**config.mk**
```make
export PLATFORM = sky130hd
export DESIGN_NAME = timer_seq
export DESIGN_NICKNAME = d
export VERILOG_FILES = /design/src/rtl/timer_seq_pkg.sv /design/src/rtl/timer_seq_arb.sv /design/src/rtl/timer_seq.sv
export SDC_FILE = /design/constraint.sdc
export NUM_CORES = 1
export LEC_CHECK = 0
export ABC_CLOCK_PERIOD_IN_PS = 2200
export CELL_PAD_IN_SITES_DETAIL_PLACEMENT = 1
export CELL_PAD_IN_SITES_GLOBAL_PLACEMENT = 1
export CORE_MARGIN = 8
export CORE_UTILIZATION = 35
export DETAILED_ROUTE_END_ITERATION = 7
export GPL_TIMING_DRIVEN = 0
export PLACE_DENSITY = 0.88
export SLEW_MARGIN = 20
export SYNTH_ARGS = -nofsm -noshare
export SYNTH_HDL_FRONTEND = slang
export SYNTH_SLANG_ARGS = --single-unit
```
**constraint.sdc**
```tcl
create_clock -name clk -period 2.2 [get_ports clk]
set_input_delay 0.66 -clock clk [delete_from_list [all_inputs] [get_ports clk]]
set_output_delay 0.66 -clock clk [all_outputs]
set_load 0.01 [all_outputs]
```
**src/rtl/timer_seq_pkg.sv**
```systemverilog
// rtl/timer_seq_pkg.sv - command codes, timer register map and FSM states for timer_seq
package timer_seq_pkg;

    localparam int ADDR_W_DEF = 8;
    localparam int DATA_W_DEF = 8;

    typedef enum logic [1:0] {
        TCMD_CLEAR = 2'b00,
        TCMD_START = 2'b01,
        TCMD_STOP  = 2'b10,
        TCMD_READ  = 2'b11
    } tcmd_e;

    localparam int TMR_CNT0 = 0;
    localparam int TMR_CNT1 = 1;
    localparam int TMR_CNT2 = 2;
    localparam int TMR_CNT3 = 3;
    localparam int TMR_CTRL = 4;

    localparam int TMR_CLEAR = 1;
    localparam int TMR_START = 2;
    localparam int TMR_STOP  = 4;

    localparam logic CS_ENABLE  = 1'b0;
    localparam logic CS_DISABLE = 1'b1;
    localparam logic RW_READ    = 1'b1;
    localparam logic RW_WRITE   = 1'b0;

    typedef enum logic [3:0] {
        S_IDLE   = 4'd0,
        S_WR     = 4'd1,
        S_RSTOP  = 4'd2,
        S_RD0    = 4'd3,
        S_RD1    = 4'd4,
        S_RD2    = 4'd5,
        S_RD3    = 4'd6,
        S_RSTART = 4'd7,
        S_DONE   = 4'd8
    } state_e;

    // Control-register value written for a plain (non-READ) command
    function automatic int unsigned ctrl_code(input tcmd_e cmd);
        case (cmd)
            TCMD_CLEAR: ctrl_code = TMR_CLEAR;
            TCMD_START: ctrl_code = TMR_START;
            default:    ctrl_code = TMR_STOP;
        endcase
    endfunction

endpackage

```
**src/rtl/timer_seq_arb.sv**
```systemverilog
// rtl/timer_seq_arb.sv - two-way round-robin arbiter; the loser of the previous grant wins ties
module rr_arb2 (
    input  logic       clk,
    input  logic       rst,
    input  logic [1:0] req,
    input  logic       advance,
    output logic [1:0] gnt
);

    logic last_grant;

    always_comb begin
        gnt = req;
        if (req == 2'b11) begin
            gnt = last_grant ? 2'b01 : 2'b10;
        end
    end

    always_ff @(posedge clk or posedge rst) begin
        if (rst) begin
            last_grant <= 1'b1;
        end else if (advance && (gnt != 2'b00)) begin
            last_grant <= gnt[1];
        end
    end

endmodule

```
**src/rtl/timer_seq.sv**
```systemverilog
// rtl/timer_seq.sv - shares the byte-wide timer between two requesters and drives its bus
module timer_seq
    import timer_seq_pkg::*;
#(
    parameter int ADDR_W = ADDR_W_DEF,
    parameter int DATA_W = DATA_W_DEF
) (
    input  logic              clk,
    input  logic              rst_,
    input  logic              req0,
    input  logic [1:0]        cmd0,
    output logic              done0,
    input  logic              req1,
    input  logic [1:0]        cmd1,
    output logic              done1,
    output logic [31:0]       rdata,
    output logic              running,
    output logic              busy,
    output logic [ADDR_W-1:0] t_addr,
    output logic [DATA_W-1:0] t_idata,
    input  logic [DATA_W-1:0] t_odata,
    output logic              t_cs_,
    output logic              t_rw_
);

    state_e     state, state_nx;
    tcmd_e      cmd_q;
    logic       who_q;
    logic       via_stop;
    logic [1:0] gnt;
    logic [1:0] sel_cmd;
    logic       advance;

    assign advance = (state == S_IDLE);
    assign sel_cmd = gnt[1] ? cmd1 : cmd0;
    assign busy    = (state != S_IDLE);

    rr_arb2 u_arb (
        .clk     (clk),
        .rst     (rst_),
        .req     ({req1, req0}),
        .advance (advance),
        .gnt     (gnt)
    );

    always_ff @(posedge clk or posedge rst_) begin
        if (rst_) begin
            state    <= S_IDLE;
            cmd_q    <= TCMD_CLEAR;
            who_q    <= 1'b0;
            via_stop <= 1'b0;
            rdata    <= '0;
            running  <= 1'b0;
        end else begin
            state <= state_nx;
            case (state)
                S_IDLE: begin
                    if (gnt != 2'b00) begin
                        who_q    <= gnt[1];
                        cmd_q    <= tcmd_e'(sel_cmd);
                        via_stop <= running;
                    end
                end
                S_WR: begin
                    if (cmd_q == TCMD_START) begin
                        running <= 1'b1;
                    end else if (cmd_q == TCMD_STOP) begin
                        running <= 1'b0;
                    end
                end
                S_RD0: rdata[0*DATA_W +: DATA_W] <= t_odata;
                S_RD1: rdata[1*DATA_W +: DATA_W] <= t_odata;
                S_RD2: rdata[2*DATA_W +: DATA_W] <= t_odata;
                S_RD3: rdata[3*DATA_W +: DATA_W] <= t_odata;
                default: ;
            endcase
        end
    end

    // A READ of a running timer brackets the byte reads with STOP/START so the four bytes agree
    always_comb begin
        state_nx = state;
        t_cs_    = CS_DISABLE;
        t_rw_    = RW_READ;
        t_addr   = '0;
        t_idata  = '0;
        done0    = 1'b0;
        done1    = 1'b0;
        case (state)
            S_IDLE: begin
                if (gnt != 2'b00) begin
                    if (tcmd_e'(sel_cmd) != TCMD_READ) begin
                        state_nx = S_WR;
                    end else begin
                        state_nx = running ? S_RSTOP : S_RD0;
                    end
                end
            end
            S_WR: begin
                t_cs_    = CS_ENABLE;
                t_rw_    = RW_WRITE;
                t_addr   = ADDR_W'(TMR_CTRL);
                t_idata  = DATA_W'(ctrl_code(cmd_q));
                state_nx = S_DONE;
            end
            S_RSTOP: begin
                t_cs_    = CS_ENABLE;
                t_rw_    = RW_WRITE;
                t_addr   = ADDR_W'(TMR_CTRL);
                t_idata  = DATA_W'(TMR_STOP);
                state_nx = S_RD0;
            end
            S_RD0: begin
                t_cs_    = CS_ENABLE;
                t_addr   = ADDR_W'(TMR_CNT0);
                state_nx = S_RD1;
            end
            S_RD1: begin
                t_cs_    = CS_ENABLE;
                t_addr   = ADDR_W'(TMR_CNT1);
                state_nx = S_RD2;
            end
            S_RD2: begin
                t_cs_    = CS_ENABLE;
                t_addr   = ADDR_W'(TMR_CNT2);
                state_nx = S_RD3;
            end
            S_RD3: begin
                t_cs_    = CS_ENABLE;
                t_addr   = ADDR_W'(TMR_CNT3);
                state_nx = via_stop ? S_RSTART : S_DONE;
            end
            S_RSTART: begin
                t_cs_    = CS_ENABLE;
                t_rw_    = RW_WRITE;
                t_addr   = ADDR_W'(TMR_CTRL);
                t_idata  = DATA_W'(TMR_START);
                state_nx = S_DONE;
            end
            S_DONE: begin
                done0    = ~who_q;
                done1    = who_q;
                state_nx = S_IDLE;
            end
            default: state_nx = S_IDLE;
        endcase
    end

endmodule

```
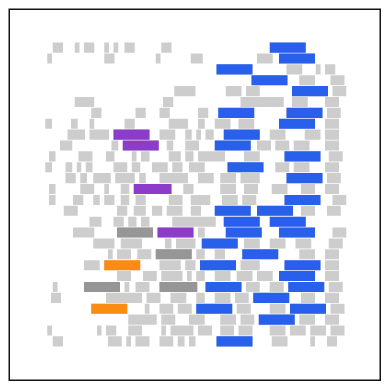
(run_1/ff_map.png)
Scale: 4 px per micron. Other sequential cells in the stronger gray, the rest of the logic in the fainter gray.
- orange: cmd_q (sequential cells 2)
- purple: state (sequential cells 4)
- blue: rdata (sequential cells 32)
- not colored: 4

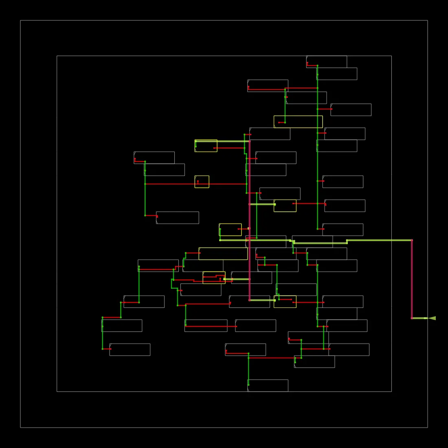
(run_1/clock_nets.png)
clk_lat worst skew: 0.29 ns
registers: 42
CLK BUF: 5
worst clock skew: 0.00742 ns

==> reports/qor.txt, run 1 <==
outcome -> finished with violations
failing checks -> negative setup slack
Fillers -> 613
WS Path Type -> flop to output pin
critical path arrival -> 1.60 ns
DRT Pass-1 Iters -> 3
first-pass GRT wire length -> 9370 microns
r2r setup slk -> 0.31 ns
Final period util -> 1.03
Post-Route M1 WL -> 2390 microns
Max Used Layer -> met4
number of nets in the layout -> 265
metal3 WL -> 401 microns
WHS Path Cells -> 1
PostCTS Resize Cnt -> 66
max-slew violations -> 0
Simple Share, Synth -> 0.127
Cells after Synth -> 160
Inverters -> 3
Final WS setup -> -0.0553 ns
# setup viols final -> 4
Worst Setup EP -> busy
comb pwr -> 2220 uW
grt met2 use -> 0.257
# Cells Yosys -> 160
multi-input gates -> 105
commonest cells in the synthesized netlist -> dfrtp_1, mux2_2, buf_4
ys flop type -> dfrtp_1
Post-CTS Setup Bufs -> 7
Sink Count -> 42
clk buf depth -> 2
number of OpenROAD warnings -> 29
critical path launch point type -> flop
Syn Area/Cell -> 12.8 sq um
root buf cell -> clkbuf_8
worst path cell trace -> buf_4 > or4_4 > buf_2
number of CTS-inserted buffers -> 5
Placed Instance Area -> 2780 sq um
Routed met2 length -> 3020 microns
initial drt markers -> 39
Biggest register -> rdata
Largest regs -> rdata (32), state (4), cmd_q (2)
Yosys reg bits -> 42
RD Place Congestion -> 0.754
yosys warns -> 0
Reg2Reg Depth -> 4
cell type with the largest total area -> dfrtp_1
EDFF count, synth -> 0
CTS tree -> built
worst hold start -> rdata[15]
initial antenna violation count -> 0
Post-CTS Hold Fix Bufs -> 0
layout cells sized above 1 -> 0.435
PD cells -> 1390 nW/um^2
delay of the slowest critical-path stage -> 0.53 ns
mux frac, synth -> 0.229
count of buffers from port buffering -> 59
layer with the highest usage -> met2
NetSw -> 1430 uW
Critical Path Sink Type -> output pin
final std cells w/o fill -> 323
most numerous logic cells after layout -> clkdlybuf4s50_1, dfrtp_1, mux2_2, buf_4, buf_2
GR Layer Usage met3 -> 0.0445
Ports -> 70
Max Clk Rate -> 443 MHz
top cells by area -> dfrtp_1, mux2_2, buf_4
Logic area -> 960 sq um
Top power group -> combinational cells
Seq/total area -> 0.344
final instance area -> 3070 sq um
Top class by area -> sequential cells
dpl hpwl -> 4110 microns
routing usage on met1 -> 0.151
adder share -> 0.0123
sequential group power -> 1300 uW
CP max-delay cell -> or4_4
Die X -> 92.4 microns
placed cells -> 304
Total Power -> 4250 uW
area reported by Yosys stat -> 2040 sq um
Post-Syn Area -> 2040 sq um
Tmin final -> 2.26 ns
r2r endpoint -> rdata[10]
final hold vios -> 0
clock power share -> 0.172
diodes inserted -> 0
max-cap viol count -> 0
Hold WC Path Type -> flop to flop
Non-Clock Buffer Count -> 90
H-tree depth -> 2
Leakage -> 0.00143 uW
DRC violations left -> 0
Place WS -> -0.442 ns
Stages on worst setup path -> 3
RR Startpoint -> state[1]
worst vdd ir -> 0.512 mV
Internal -> 2820 uW
Well Taps -> 75
Max FO, Critical Path -> 4
Top non-seq family -> multiplexers
via/cell ratio -> 4.73
Flop pwr share -> 0.307
register area -> 1050 sq um
area grow syn2layout -> 50.2%
Die Ht -> 92.4 microns
Fin Setup TNS -> -0.120 ns
RSZ-0062 raised after global routing -> true
CP bufs+invs -> 2
Comb area share -> 0.313
asr flop ratio synth -> 1.00
gr ovfl total -> 0
Commonest Layout Cell -> clkdlybuf4s50_1
Final non-clock buffer share -> 0.264
row count -> 28
Max-slew headroom -> 0.480
number of global-route vias before repair -> 1734
ClkCell Share -> 0.0449
worst hold slack -> 0.509 ns
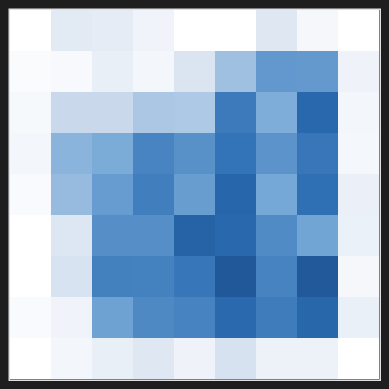
(run_1/util_map.png)
Scale: 4 px per micron. The die is cut into 9 by 9 equal tiles; white is low, dark blue is high, 0 to 100% covered.
- densest ninth of the die: middle
- fullest tile: 84%
- emptiest ninth of the die: top left
- tiles over 75% full: 9.9%
- mean over tiles: 35%
Core Region: 5780 sq um
fp util: 0.353
fin util: 0.530

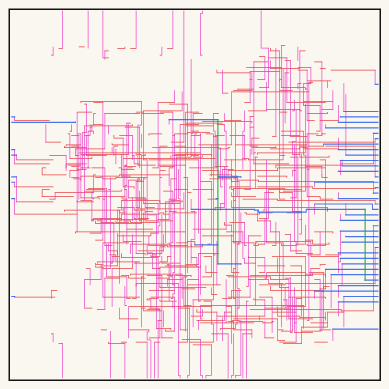
(run_1/layers.png)
Scale: 4 px per micron.
- red: M1 (wire length 2390 microns)
- green: M4 (wire length 53.7 microns)
- magenta: M2 (wire length 3020 microns)
- blue: M3 (wire length 402 microns)
WL per Instance: 18.2 microns
Total Routing Usage GR: 0.140
vias: 1528
final wirelength: 5870 microns

==> run 2: changes to the inputs <==
--- a/config.mk
+++ b/config.mk
@@ -5,7 +5,7 @@
 export SDC_FILE = /design/constraint.sdc
 export NUM_CORES = 1
 export LEC_CHECK = 0
-export ABC_CLOCK_PERIOD_IN_PS = 2200
+export ABC_CLOCK_PERIOD_IN_PS = 2300
 export CELL_PAD_IN_SITES_DETAIL_PLACEMENT = 1
 export CELL_PAD_IN_SITES_GLOBAL_PLACEMENT = 1
 export CORE_MARGIN = 8
==> constraint.sdc (replaced) <==
create_clock -name clk -period 2.3 [get_ports clk]
set_input_delay 0.69 -clock clk [delete_from_list [all_inputs] [get_ports clk]]
set_output_delay 0.69 -clock clk [all_outputs]
set_load 0.01 [all_outputs]
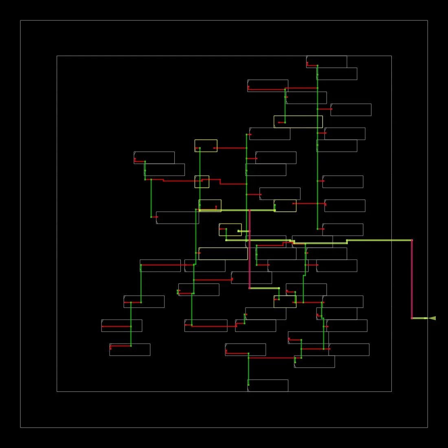
(run_2/clock_nets.png)
worst clock skew: 0.00766 ns
Sink Count: 42
Clk. pwr: 696 uW

==> run 2 against run 1 <==
Against the previous run: the flow now finishes without violations; area after synthesis stayed put; clock skew about the same; cell area is 0.20% lower; total power is 2.9% lower; worst hold slack got worse by 0.0010 ns; critical endpoint is now t_cs_.
==> reports/qor.txt, run 2 <==
Die Ht -> 92.4 microns (unchanged)
Fin Setup TNS -> 0 ns (+0.120 ns)
H-tree depth -> 2 (unchanged)
row count -> 28 (unchanged)
Ports -> 70 (unchanged)
Top non-seq family -> multiplexers
WS Path Type -> flop to output pin
initial drt markers -> 28 (-28%)
RSZ-0062 raised after global routing -> true
fin util -> 0.529 (-0.00108)
critical path arrival -> 1.58 ns (-0.02 ns)
GR Layer Usage met3 -> 0.0421 (-0.00243)
Fillers -> 616 (+0.49%)
Max Clk Rate -> 440 MHz
worst vdd ir -> 0.498 mV (-2.7%)
Max Used Layer -> met4
Top power group -> combinational cells
grt met2 use -> 0.246 (-0.0119)
Top class by area -> sequential cells
final std cells w/o fill -> 322 (-0.31%)
worst path cell trace -> buf_6 > nor3_4 > buf_4 > or2_2 > clkdlybuf4s15_1
Biggest register -> rdata
Placed Instance Area -> 2780 sq um (unchanged)
Cells after Synth -> 160 (unchanged)
comb pwr -> 2180 uW (-2%)
ClkCell Share -> 0.0450 (+0.0000919)
Worst Setup EP -> t_cs_
RD Place Congestion -> 0.754 (unchanged)
DRT Pass-1 Iters -> 2 (-1)
Logic area -> 952 sq um (-0.78%)
Critical Path Sink Type -> output pin
commonest cells in the synthesized netlist -> dfrtp_1, mux2_2, buf_4
Largest regs -> rdata (32), state (4), cmd_q (2)
r2r setup slk -> 0.36 ns (+0.05 ns)
max-slew violations -> 0 (unchanged)
most numerous logic cells after layout -> clkdlybuf4s50_1, dfrtp_1, mux2_2, buf_4, conb_1
area grow syn2layout -> 49.9%
delay of the slowest critical-path stage -> 0.40 ns (-0.13 ns)
top cells by area -> dfrtp_1, mux2_2, buf_4
RR Startpoint -> state[1]
Tmin final -> 2.27 ns
Post-Route M1 WL -> 2370 microns (-1.1%)
multi-input gates -> 105 (unchanged)
clk_lat worst skew -> 0.29 ns (about the same)
Non-Clock Buffer Count -> 89 (-1.1%)
sequential group power -> 1250 uW (-4%)
final instance area -> 3060 sq um (-0.20%)
Die X -> 92.4 microns (unchanged)
Core Region -> 5780 sq um (unchanged)
cell type with the largest total area -> dfrtp_1
Seq/total area -> 0.344 (+0.000703)
NetSw -> 1380 uW (-4.1%)
number of nets in the layout -> 264 (-0.38%)
critical path launch point type -> flop
metal3 WL -> 398 microns (-0.75%)
DRC violations left -> 0 (unchanged)
Post-CTS Setup Bufs -> 8 (+1)
Inverters -> 3 (unchanged)
CTS tree -> built
count of buffers from port buffering -> 59 (unchanged)
mux frac, synth -> 0.229 (unchanged)
Commonest Layout Cell -> clkdlybuf4s50_1
Routed met2 length -> 2960 microns (-2.0%)
placed cells -> 304 (unchanged)
clock power share -> 0.169 (-0.003)
Place WS -> -0.372 ns (+0.0700 ns)
r2r endpoint -> rdata[10]
vias -> 1528 (unchanged)
diodes inserted -> 0 (unchanged)
outcome -> completed
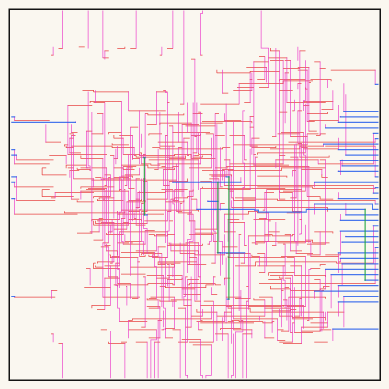
(run_2/layers.png)
Scale: 4 px per micron.
- green: M4 (wire length 80.2 microns)
- blue: M3 (wire length 399 microns)
- red: M1 (wire length 2370 microns)
- magenta: M2 (wire length 2960 microns)
final wirelength: 5810 microns
Total Routing Usage GR: 0.137

==> run 3: changes to the inputs <==
--- a/config.mk
+++ b/config.mk
@@ -5,7 +5,7 @@
 export SDC_FILE = /design/constraint.sdc
 export NUM_CORES = 1
 export LEC_CHECK = 0
-export ABC_CLOCK_PERIOD_IN_PS = 2300
+export ABC_CLOCK_PERIOD_IN_PS = 2600
 export CELL_PAD_IN_SITES_DETAIL_PLACEMENT = 1
 export CELL_PAD_IN_SITES_GLOBAL_PLACEMENT = 1
 export CORE_MARGIN = 8
==> constraint.sdc (replaced) <==
create_clock -name clk -period 2.6 [get_ports clk]
set_input_delay 0.78 -clock clk [delete_from_list [all_inputs] [get_ports clk]]
set_output_delay 0.78 -clock clk [all_outputs]
set_load 0.01 [all_outputs]
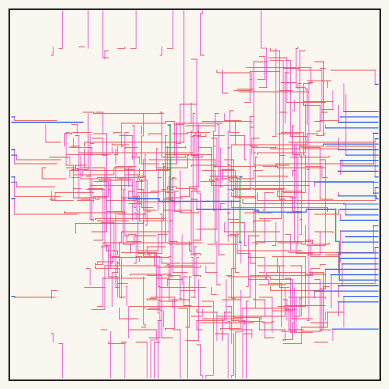
(run_3/layers.png)
Scale: 4 px per micron.
- green: M4 (wire length 54.0 microns)
- magenta: M2 (wire length 2750 microns)
- red: M1 (wire length 2300 microns)
- blue: M3 (wire length 401 microns)

==> run 3 against run 2 <==
Against the previous run: critical path depth increased by 1; wire length decreased by 5.3%; area after synthesis unchanged; die size unchanged; clock-buffer cell count unchanged; critical path type unchanged; clock power decreased by 12%.
==> reports/qor.txt, run 3 <==
Commonest Layout Cell -> clkdlybuf4s50_1
count of buffers from port buffering -> 59 (unchanged)
critical path arrival -> 1.76 ns (+0.18 ns)
outcome -> completed
Max-slew headroom -> 0.459
Seq/total area -> 0.352 (+0.00748)
Crit path max-delay family -> buffers and inverters
layer with the highest usage -> met2
Post-Route M1 WL -> 2300 microns (-2.8%)
cell type with the largest total area -> dfrtp_1
Total Routing Usage GR -> 0.131 (-0.00542)
Logic area -> 920 sq um (-3.4%)
final wirelength -> 5500 microns (-5.3%)
Post-CTS Setup Bufs -> 3 (-5)
grt met2 use -> 0.231 (-0.0149)
sequential group power -> 1090 uW (-10%)
H-tree depth -> 2 (unchanged)
multi-input gates -> 105 (unchanged)
final hold vios -> 0
Post-Syn Area -> 2040 sq um
worst vdd ir -> 0.469 mV (-5.7%)
WS Path Type -> flop to output pin
Placed Instance Area -> 2780 sq um (unchanged)
RSZ-0062 raised after global routing -> false
Top power group -> combinational cells
area grow syn2layout -> 46.7%
DRC violations left -> 0 (unchanged)
GR Layer Usage met3 -> 0.0421 (unchanged)
Critical Path Sink Type -> output pin
Core Region -> 5780 sq um (unchanged)
row count -> 28 (unchanged)
Inverters -> 3 (unchanged)
# setup viols final -> 0
Largest regs -> rdata (32), state (4), cmd_q (2)
ClkCell Share -> 0.0460 (+0.000978)
Cells after Synth -> 160 (unchanged)
Max Clk Rate -> 394 MHz
root buf cell -> clkbuf_8
Worst Setup EP -> t_rw_
Biggest register -> rdata
mux frac, synth -> 0.229 (unchanged)
Top non-seq family -> multiplexers
vias -> 1512 (-1.0%)
comb pwr -> 1760 uW (-19%)
Non-Clock Buffer Count -> 84 (-5.6%)
max-slew violations -> 0 (unchanged)
Clk. pwr -> 614 uW (-12%)
RD Place Congestion -> 0.754 (unchanged)
r2r setup slk -> 0.72 ns (+0.36 ns)
DRT Pass-1 Iters -> 4 (+2)
initial drt markers -> 42 (+50%)
delay of the slowest critical-path stage -> 0.38 ns (-0.02 ns)
Place WS -> -0.162 ns (+0.210 ns)
initial antenna violation count -> 0
critical path launch point type -> flop
r2r endpoint -> rdata[10]
RR Startpoint -> state[1]
clock power share -> 0.177 (+0.008)
Fin Setup TNS -> 0 ns (unchanged)
Tmin final -> 2.54 ns
Ports -> 70 (unchanged)
NetSw -> 1150 uW (-17%)
Area leader share -> 0.503
clk_lat worst skew -> 0.29 ns (about the same)
asr flop ratio synth -> 1.00
Die Ht -> 92.4 microns (unchanged)
commonest cells in the synthesized netlist -> dfrtp_1, mux2_2, buf_4
first-pass GRT wire length -> 8910 microns
Top class by area -> sequential cells
number of nets in the layout -> 259 (-1.9%)
Routed met2 length -> 2750 microns (-7.3%)
final instance area -> 2990 sq um (-2.1%)
Die X -> 92.4 microns (unchanged)
placed cells -> 304 (unchanged)
final std cells w/o fill -> 317 (-1.6%)
top cells by area -> dfrtp_1, mux2_2, buf_4
worst clock skew -> 0.00869 ns (+0.00103 ns)
Max Used Layer -> met4
CTS tree -> built
number of OpenROAD warnings -> 27
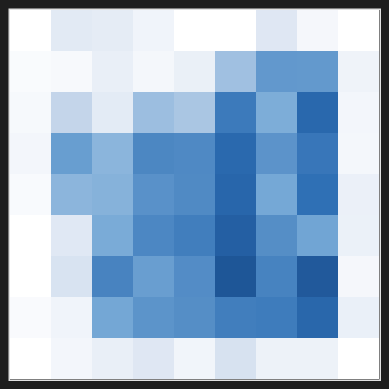
(run_3/util_map.png)
Scale: 4 px per micron. The die is cut into 9 by 9 equal tiles; white is low, dark blue is high, 0 to 100% covered.
fin util: 0.518

Power and IR drop assume default switching activity.
